$ cat config.mk
export PLATFORM = sky130hd
export DESIGN_NAME = mem_ram_flat
export DESIGN_NICKNAME = d
export VERILOG_FILES = /design/src/rtl/mem_pkg.sv /design/src/rtl/mem_ram_if.sv /design/src/rtl/mem_ram_array.sv /design/src/rtl/mem_ram.sv /design/src/flat_wrapper.sv
export SDC_FILE = /design/constraint.sdc
export NUM_CORES = 1
export LEC_CHECK = 0
export ABC_AREA = 1
export CORE_UTILIZATION = 56
export DETAILED_ROUTE_END_ITERATION = 16
export GPL_ROUTABILITY_DRIVEN = 0
export HOLD_SLACK_MARGIN = 0.05
export PLACE_DENSITY_LB_ADDON = 0.15
export SLEW_MARGIN = 20
export SYNTH_ARGS = -nofsm -noshare
export SYNTH_HDL_FRONTEND = slang
export SYNTH_HIERARCHICAL = 1
export SYNTH_SLANG_ARGS = --single-unit
$ cat constraint.sdc
create_clock -name clk -period 1.89 [get_ports clk]
set_input_delay 0.378 -clock clk [delete_from_list [all_inputs] [get_ports clk]]
set_output_delay 0.378 -clock clk [all_outputs]
set_load 0.01 [all_outputs]
$ cat src/rtl/mem_pkg.sv
// Shared types and helpers for the trainer scratch RAM (mem_ram).
// Holds the clear-sequencer state encoding and the even-parity helper.
package mem_pkg;

  typedef enum logic {
    CLEAR = 1'b0,
    READY = 1'b1
  } state_t;

  // Widest data word the parity helper accepts; narrower words are zero-extended.
  localparam int PARITY_MAX_W = 64;

  function automatic logic even_parity(input logic [PARITY_MAX_W-1:0] data);
    return ^data;
  endfunction

endpackage

$ cat src/rtl/mem_ram_if.sv
// Request/response bundle between the trainer control FSM and mem_ram.
// With MEM_RAM_PARITY_EN defined the bundle also carries parity_err.
interface mem_ram_if #(
  parameter int DATA_W = 2,
  parameter int ADDR_W = 4
) ();

  logic              we;
  logic [ADDR_W-1:0] w_addr;
  logic [DATA_W-1:0] d_in;
  logic              re;
  logic [ADDR_W-1:0] r_addr;
  logic [DATA_W-1:0] d_out;
  logic              d_valid;
  logic              busy;

`ifdef MEM_RAM_PARITY_EN
  logic              parity_err;

  modport master (
    output we, w_addr, d_in, re, r_addr,
    input  d_out, d_valid, busy, parity_err
  );

  modport slave (
    input  we, w_addr, d_in, re, r_addr,
    output d_out, d_valid, busy, parity_err
  );
`else
  modport master (
    output we, w_addr, d_in, re, r_addr,
    input  d_out, d_valid, busy
  );

  modport slave (
    input  we, w_addr, d_in, re, r_addr,
    output d_out, d_valid, busy
  );
`endif

endinterface

$ cat src/rtl/mem_ram_array.sv
// Bare storage array: one write port, one registered read port, and an
// optional same-address bypass so a read can return the word being written.
module mem_ram_array #(
  parameter int WORD_W  = 2,
  parameter int ADDR_W  = 4,
  parameter int RDW_NEW = 0
) (
  input  logic              clk,
  input  logic              rst_n,
  input  logic              we,
  input  logic [ADDR_W-1:0] w_addr,
  input  logic [WORD_W-1:0] w_data,
  input  logic              re,
  input  logic [ADDR_W-1:0] r_addr,
  output logic [WORD_W-1:0] r_data
);

  localparam int DEPTH = 2 ** ADDR_W;

  logic [WORD_W-1:0] mem [DEPTH];
  logic              bypass;

  // Contents are deliberately left out of reset; the parent's clear sequence initialises them.
  always_ff @(posedge clk) begin
    if (we) begin
      mem[w_addr] <= w_data;
    end
  end

  assign bypass = (RDW_NEW != 0) && we && (w_addr == r_addr);

  always_ff @(posedge clk or negedge rst_n) begin
    if (!rst_n) begin
      r_data <= '0;
    end else if (re) begin
      r_data <= bypass ? w_data : mem[r_addr];
    end
  end

endmodule

$ cat src/rtl/mem_ram.sv
// Parametrised 1W/1R scratch RAM with a post-reset clear sequencer.
// Optional feature macro: MEM_RAM_PARITY_EN (per-word even parity + parity_err).
module mem_ram
  import mem_pkg::*;
#(
  parameter int DATA_W  = 2,
  parameter int ADDR_W  = 4,
  parameter int RDW_NEW = 0
) (
  input logic      clk,
  input logic      rst_n,
  mem_ram_if.slave bus
);

  localparam int DEPTH = 2 ** ADDR_W;
`ifdef MEM_RAM_PARITY_EN
  localparam int WORD_W = DATA_W + 1;
`else
  localparam int WORD_W = DATA_W;
`endif
  localparam logic [ADDR_W:0] LAST_IDX = (ADDR_W + 1)'(DEPTH - 1);

  state_t            state;
  state_t            state_nxt;
  logic [ADDR_W:0]   clr_idx;
  logic [ADDR_W:0]   clr_idx_nxt;
  logic              arr_we;
  logic              arr_re;
  logic [ADDR_W-1:0] arr_waddr;
  logic [WORD_W-1:0] arr_wdata;
  logic [WORD_W-1:0] arr_rdata;
  logic [WORD_W-1:0] wr_word;
  logic              d_valid_q;

`ifdef MEM_RAM_PARITY_EN
  assign wr_word = {even_parity(PARITY_MAX_W'(bus.d_in)), bus.d_in};
`else
  assign wr_word = bus.d_in;
`endif

  always_ff @(posedge clk or negedge rst_n) begin
    if (!rst_n) begin
      state   <= CLEAR;
      clr_idx <= '0;
    end else begin
      state   <= state_nxt;
      clr_idx <= clr_idx_nxt;
    end
  end

  // The index is one bit wider than the address so it stops at DEPTH instead of wrapping.
  always_comb begin
    state_nxt   = state;
    clr_idx_nxt = clr_idx;
    arr_we      = 1'b0;
    arr_re      = 1'b0;
    arr_waddr   = bus.w_addr;
    arr_wdata   = wr_word;
    case (state)
      CLEAR: begin
        arr_we      = 1'b1;
        arr_waddr   = clr_idx[ADDR_W-1:0];
        arr_wdata   = '0;
        clr_idx_nxt = clr_idx + 1'b1;
        if (clr_idx == LAST_IDX) begin
          state_nxt = READY;
        end
      end
      READY: begin
        arr_we = bus.we;
        arr_re = bus.re;
      end
    endcase
  end

  always_ff @(posedge clk or negedge rst_n) begin
    if (!rst_n) begin
      d_valid_q <= 1'b0;
    end else begin
      d_valid_q <= arr_re;
    end
  end

  mem_ram_array #(
    .WORD_W  (WORD_W),
    .ADDR_W  (ADDR_W),
    .RDW_NEW (RDW_NEW)
  ) u_array (
    .clk    (clk),
    .rst_n  (rst_n),
    .we     (arr_we),
    .w_addr (arr_waddr),
    .w_data (arr_wdata),
    .re     (arr_re),
    .r_addr (bus.r_addr),
    .r_data (arr_rdata)
  );

  assign bus.d_out   = arr_rdata[DATA_W-1:0];
  assign bus.d_valid = d_valid_q;
  assign bus.busy    = (state == CLEAR);

`ifdef MEM_RAM_PARITY_EN
  assign bus.parity_err = d_valid_q &
                          (arr_rdata[DATA_W] ^ even_parity(PARITY_MAX_W'(arr_rdata[DATA_W-1:0])));
`endif

endmodule
$ cat src/flat_wrapper.sv
// flat-port wrapper written by rule: the top's interface ports become plain ports
module mem_ram_flat import mem_pkg::*;
#(
  parameter int DATA_W  = 2,
  parameter int ADDR_W  = 4,
  parameter int RDW_NEW = 0
)
  (clk, rst_n, bus_we, bus_w_addr, bus_d_in, bus_re, bus_r_addr, bus_d_out, bus_d_valid, bus_busy);
  mem_ram_if #(.DATA_W(DATA_W), .ADDR_W(ADDR_W)) bus_i ();
  input logic clk;
  input logic rst_n;
  input wire logic [$bits(bus_i.we)-1:0] bus_we;
  input wire logic [$bits(bus_i.w_addr)-1:0] bus_w_addr;
  input wire logic [$bits(bus_i.d_in)-1:0] bus_d_in;
  input wire logic [$bits(bus_i.re)-1:0] bus_re;
  input wire logic [$bits(bus_i.r_addr)-1:0] bus_r_addr;
  output wire logic [$bits(bus_i.d_out)-1:0] bus_d_out;
  output wire logic [$bits(bus_i.d_valid)-1:0] bus_d_valid;
  output wire logic [$bits(bus_i.busy)-1:0] bus_busy;
  assign bus_i.we = bus_we;
  assign bus_i.w_addr = bus_w_addr;
  assign bus_i.d_in = bus_d_in;
  assign bus_i.re = bus_re;
  assign bus_i.r_addr = bus_r_addr;
  assign bus_d_out = bus_i.d_out;
  assign bus_d_valid = bus_i.d_valid;
  assign bus_busy = bus_i.busy;
  mem_ram #(.DATA_W(DATA_W), .ADDR_W(ADDR_W), .RDW_NEW(RDW_NEW)) u_core (.clk(clk), .rst_n(rst_n), .bus(bus_i));
endmodule
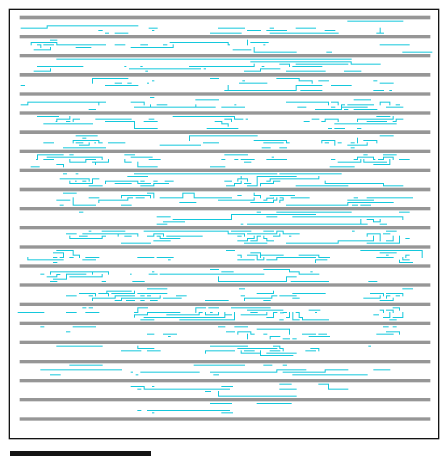
Figure 1: M1 wires.
Scale bar: 20 microns. Supply wires on this layer in grey.
The layer holds 41% of the routed length. The layer carries 1,460 microns of wire.
Vias: 1,390
grt met1 use: 0.221

==> flow_metrics.env <==
# yosys + openroad results
export IMPL_status="complete, no violations"
export IMPL_place_area_sq_mm=0.00213
export IMPL_layout_drive_gt1_share=0.139
export IMPL_required_ns=1.51
export IMPL_root_buffer="clkbuf_4"
export IMPL_top_usage_layer="met2"
export IMPL_grt_max_degree=17
export IMPL_dr_wl_met2_mm=1.94
export IMPL_detail_route_antenna_nets=0
export IMPL_ys_cells=197
export IMPL_setup_viol=0
export IMPL_crit_type="reg2out"
export IMPL_p_clk_frac=0.280
export IMPL_r2r_cells=4
export IMPL_io_pins=18
export IMPL_wl_met1_mm=1.46
export IMPL_numPortBuffers=17
export IMPL_dr_first_iter_drc_count=36
export IMPL_start_kind="flip-flop"
export IMPL_cts_inserted_buffers=5
export IMPL_die_w_microns=60.9
export IMPL_fillCellCount=289
export IMPL_cts_tree="done"
export IMPL_final_area_sq_mm=0.00221
export IMPL_num_rows=21
export IMPL_slowest_stage="clkdlybuf4s50_1"
export IMPL_clock_skew_ns=0.0105
export IMPL_crit_path_max_fanout=6
export IMPL_slew_headroom=0.673
export IMPL_synth_seq_cells=41
export IMPL_track_usage=0.211
export IMPL_setup_tns_ns=0
export IMPL_ys_seq_frac=0.610
export IMPL_worst_slack_ns=0.0705
export IMPL_min_period_over_period=0.963
export IMPL_fp_util=0.582
export IMPL_avgSynthCellArea_sq_um=9.86
export IMPL_viasPerCell=5.17
export IMPL_power_switching_share=0.225
export IMPL_nets=238
export IMPL_rsz0062_at_grt="false"
export IMPL_area_delta_synth_final_pct=13.7
export IMPL_synthCells=197
export IMPL_grt_pass1_vias=1275
export IMPL_dp_hpwl_mm=2.67
export IMPL_clockBufferDepth=2
export IMPL_power_switching_w=0.000358
export IMPL_min_period_ns=1.82
export IMPL_antenna_found_initial=0
export IMPL_fmax_mhz=550
export IMPL_die_h_microns=60.9
export IMPL_hold_viol_final=0
export IMPL_drc_errors=0
export IMPL_core_sq_mm=0.00334
export IMPL_final_max_slew_viol_count=0
export IMPL_grt_first_pass_wirelength_mm=5.40
export IMPL_synth_nets=213
export IMPL_vdd_ir_drop_max_mv=0.375
export IMPL_power_density_mw_per_mm2=720
export IMPL_warning_count=26
export IMPL_worst_pin_slew_ns=0.489
export IMPL_cts_max_level=2
export IMPL_dp_slack_ns=0.0383
export IMPL_dr_max_layer_used="met4"
export IMPL_end_kind="output port"
export IMPL_hold_class="in2async"
export IMPL_synth_cell_types=24
export IMPL_worstPathCellList="inv_2 -> clkdlybuf4s50_1"
export IMPL_synth_warnings=6
export IMPL_chipArea_sq_mm=0.00371
export IMPL_syn_area_sq_mm=0.00194
export IMPL_combinationalPowerShare=0.100
export IMPL_grt_overflow=0
export IMPL_p_leak_nw=0.956
export IMPL_clk_pin_slew_worst_paths_ns=0.11
export IMPL_met3_usage=0.0448
export IMPL_p_seq_frac=0.620
export IMPL_dr_wl_met3_microns=144
export IMPL_antenna_cells=0
export IMPL_arrival_ns=1.44
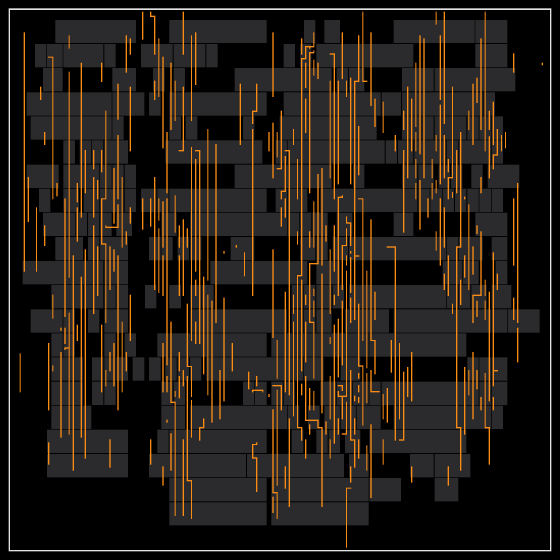
Figure 2: metal 2.
The longest straight run is 27.5 microns. 197 nets have wire on it.
final WL: 3.60 mm
met2 Track Usage GR: 0.402

[flip-flops by register name, summed over array words and instances, names as in the netlist]
signal	cells
u_core/clr_idx	5
u_core/state	1
u_core/bus.d_valid	1
u_core/u_array/r_data	2
u_core/u_array/mem	32
[cell usage in the layout, fill, tap and decap left out, drive strengths merged]
cell type	n
buf	7
clkbuf	8
clkdlybuf4s50	17
clkinv	1
dfrtp	9
edfxtp	32
ha	2
inv	17
nand2	76
nand3	27
nor2	20
o21ai	4
or2	2
xnor2	1
[Yosys cell counts (all sizes together)]
library cell / count / area [sq um]
ha: 2 / 25.0
nor2: 20 / 82.6
nand2: 76 / 305
edfxtp: 32 / 961
or2: 2 / 12.5
dfrtp: 9 / 225
o21ai: 4 / 23.8
buf: 5 / 61.3
clkbuf: 1 / 13.8
clkinv: 1 / 5.00
nand3: 27 / 145
xnor2: 1 / 8.76
inv: 17 / 73.8
[layout make-up]
cell class	count	area (sq um)	share of cell area
clock buffers	8	58.8	0.0266
inverters	18	78.8	0.0357
multi-input cells	132	603	0.273
flip-flops and latches	41	1190	0.538
well taps	46	57.6	0.0261
repair buffers	24	223	0.101
[kinds of logic (layout without fill, tap and decap cells)]
kind of cell | after synthesis | after routing | synth area share
buf+inv | 24 | 50 | 0.0792
fa+ha+maj | 2 | 2 | 0.0129
compound gates | 4 | 4 | 0.0122
simple gates | 125 | 125 | 0.281
flops | 41 | 41 | 0.610
xor+xnor | 1 | 1 | 0.00451
[worst max-delay path: cells and delay by family (launching register included)]
family | cells | cell delay (ns)
buf+inv | 2 | 0.64
flops | 1 | 0.45
[what timing repair did]
action	CTS	global route
buffers inserted	0	3
endpoints found under the setup margin	1	1
hold buffers	0	0
gates resized	1	0
[worst paths after layout]
| path | startpoint | end | slack (ns) |
|---|---|---|---|
| max | u_core/state | bus_busy | 0.07 |
| min reg2reg | u_core/clr_idx[4] | u_core/clr_idx[4] | 0.50 |
| max reg2reg | u_core/state | u_core/u_array/mem[10][1] | 0.19 |
| min | rst_n | u_core/bus.d_valid | 0.35 |
| min in group clk | u_core/clr_idx[4] | u_core/clr_idx[4] | 0.50 |
| max in group asynchronous | rst_n | u_core/state | 1.19 |
[per-stage QoR]
stage | hold slack [ns] | total power (W) | instances | util
2_1_floorplan | 0.0824 | 0.00110 | 197 | -
3_3_place_gp | 0.468 | 0.00116 | 258 | 0.637
3_5_place_dp | 0.482 | 0.00117 | 258 | 0.637
4_1_cts | 0.339 | 0.00160 | 266 | 0.655
5_1_grt | 0.361 | 0.00165 | 269 | 0.662
6_report | 0.346 | 0.00159 | 269 | 0.662
[power by group through the flow]
stage | combinational, W | sequential, W | clock, W
2_1_floorplan | 0.0000916 | 0.00101 | 0
3_3_place_gp | 0.000156 | 0.00101 | 0
3_5_place_dp | 0.000160 | 0.00101 | 0
4_1_cts | 0.000161 | 0.000986 | 0.000456
5_1_grt | 0.000177 | 0.000988 | 0.000484
6_report | 0.000160 | 0.000986 | 0.000445
No activity file was given, so power comes from the tool's default toggle rates.
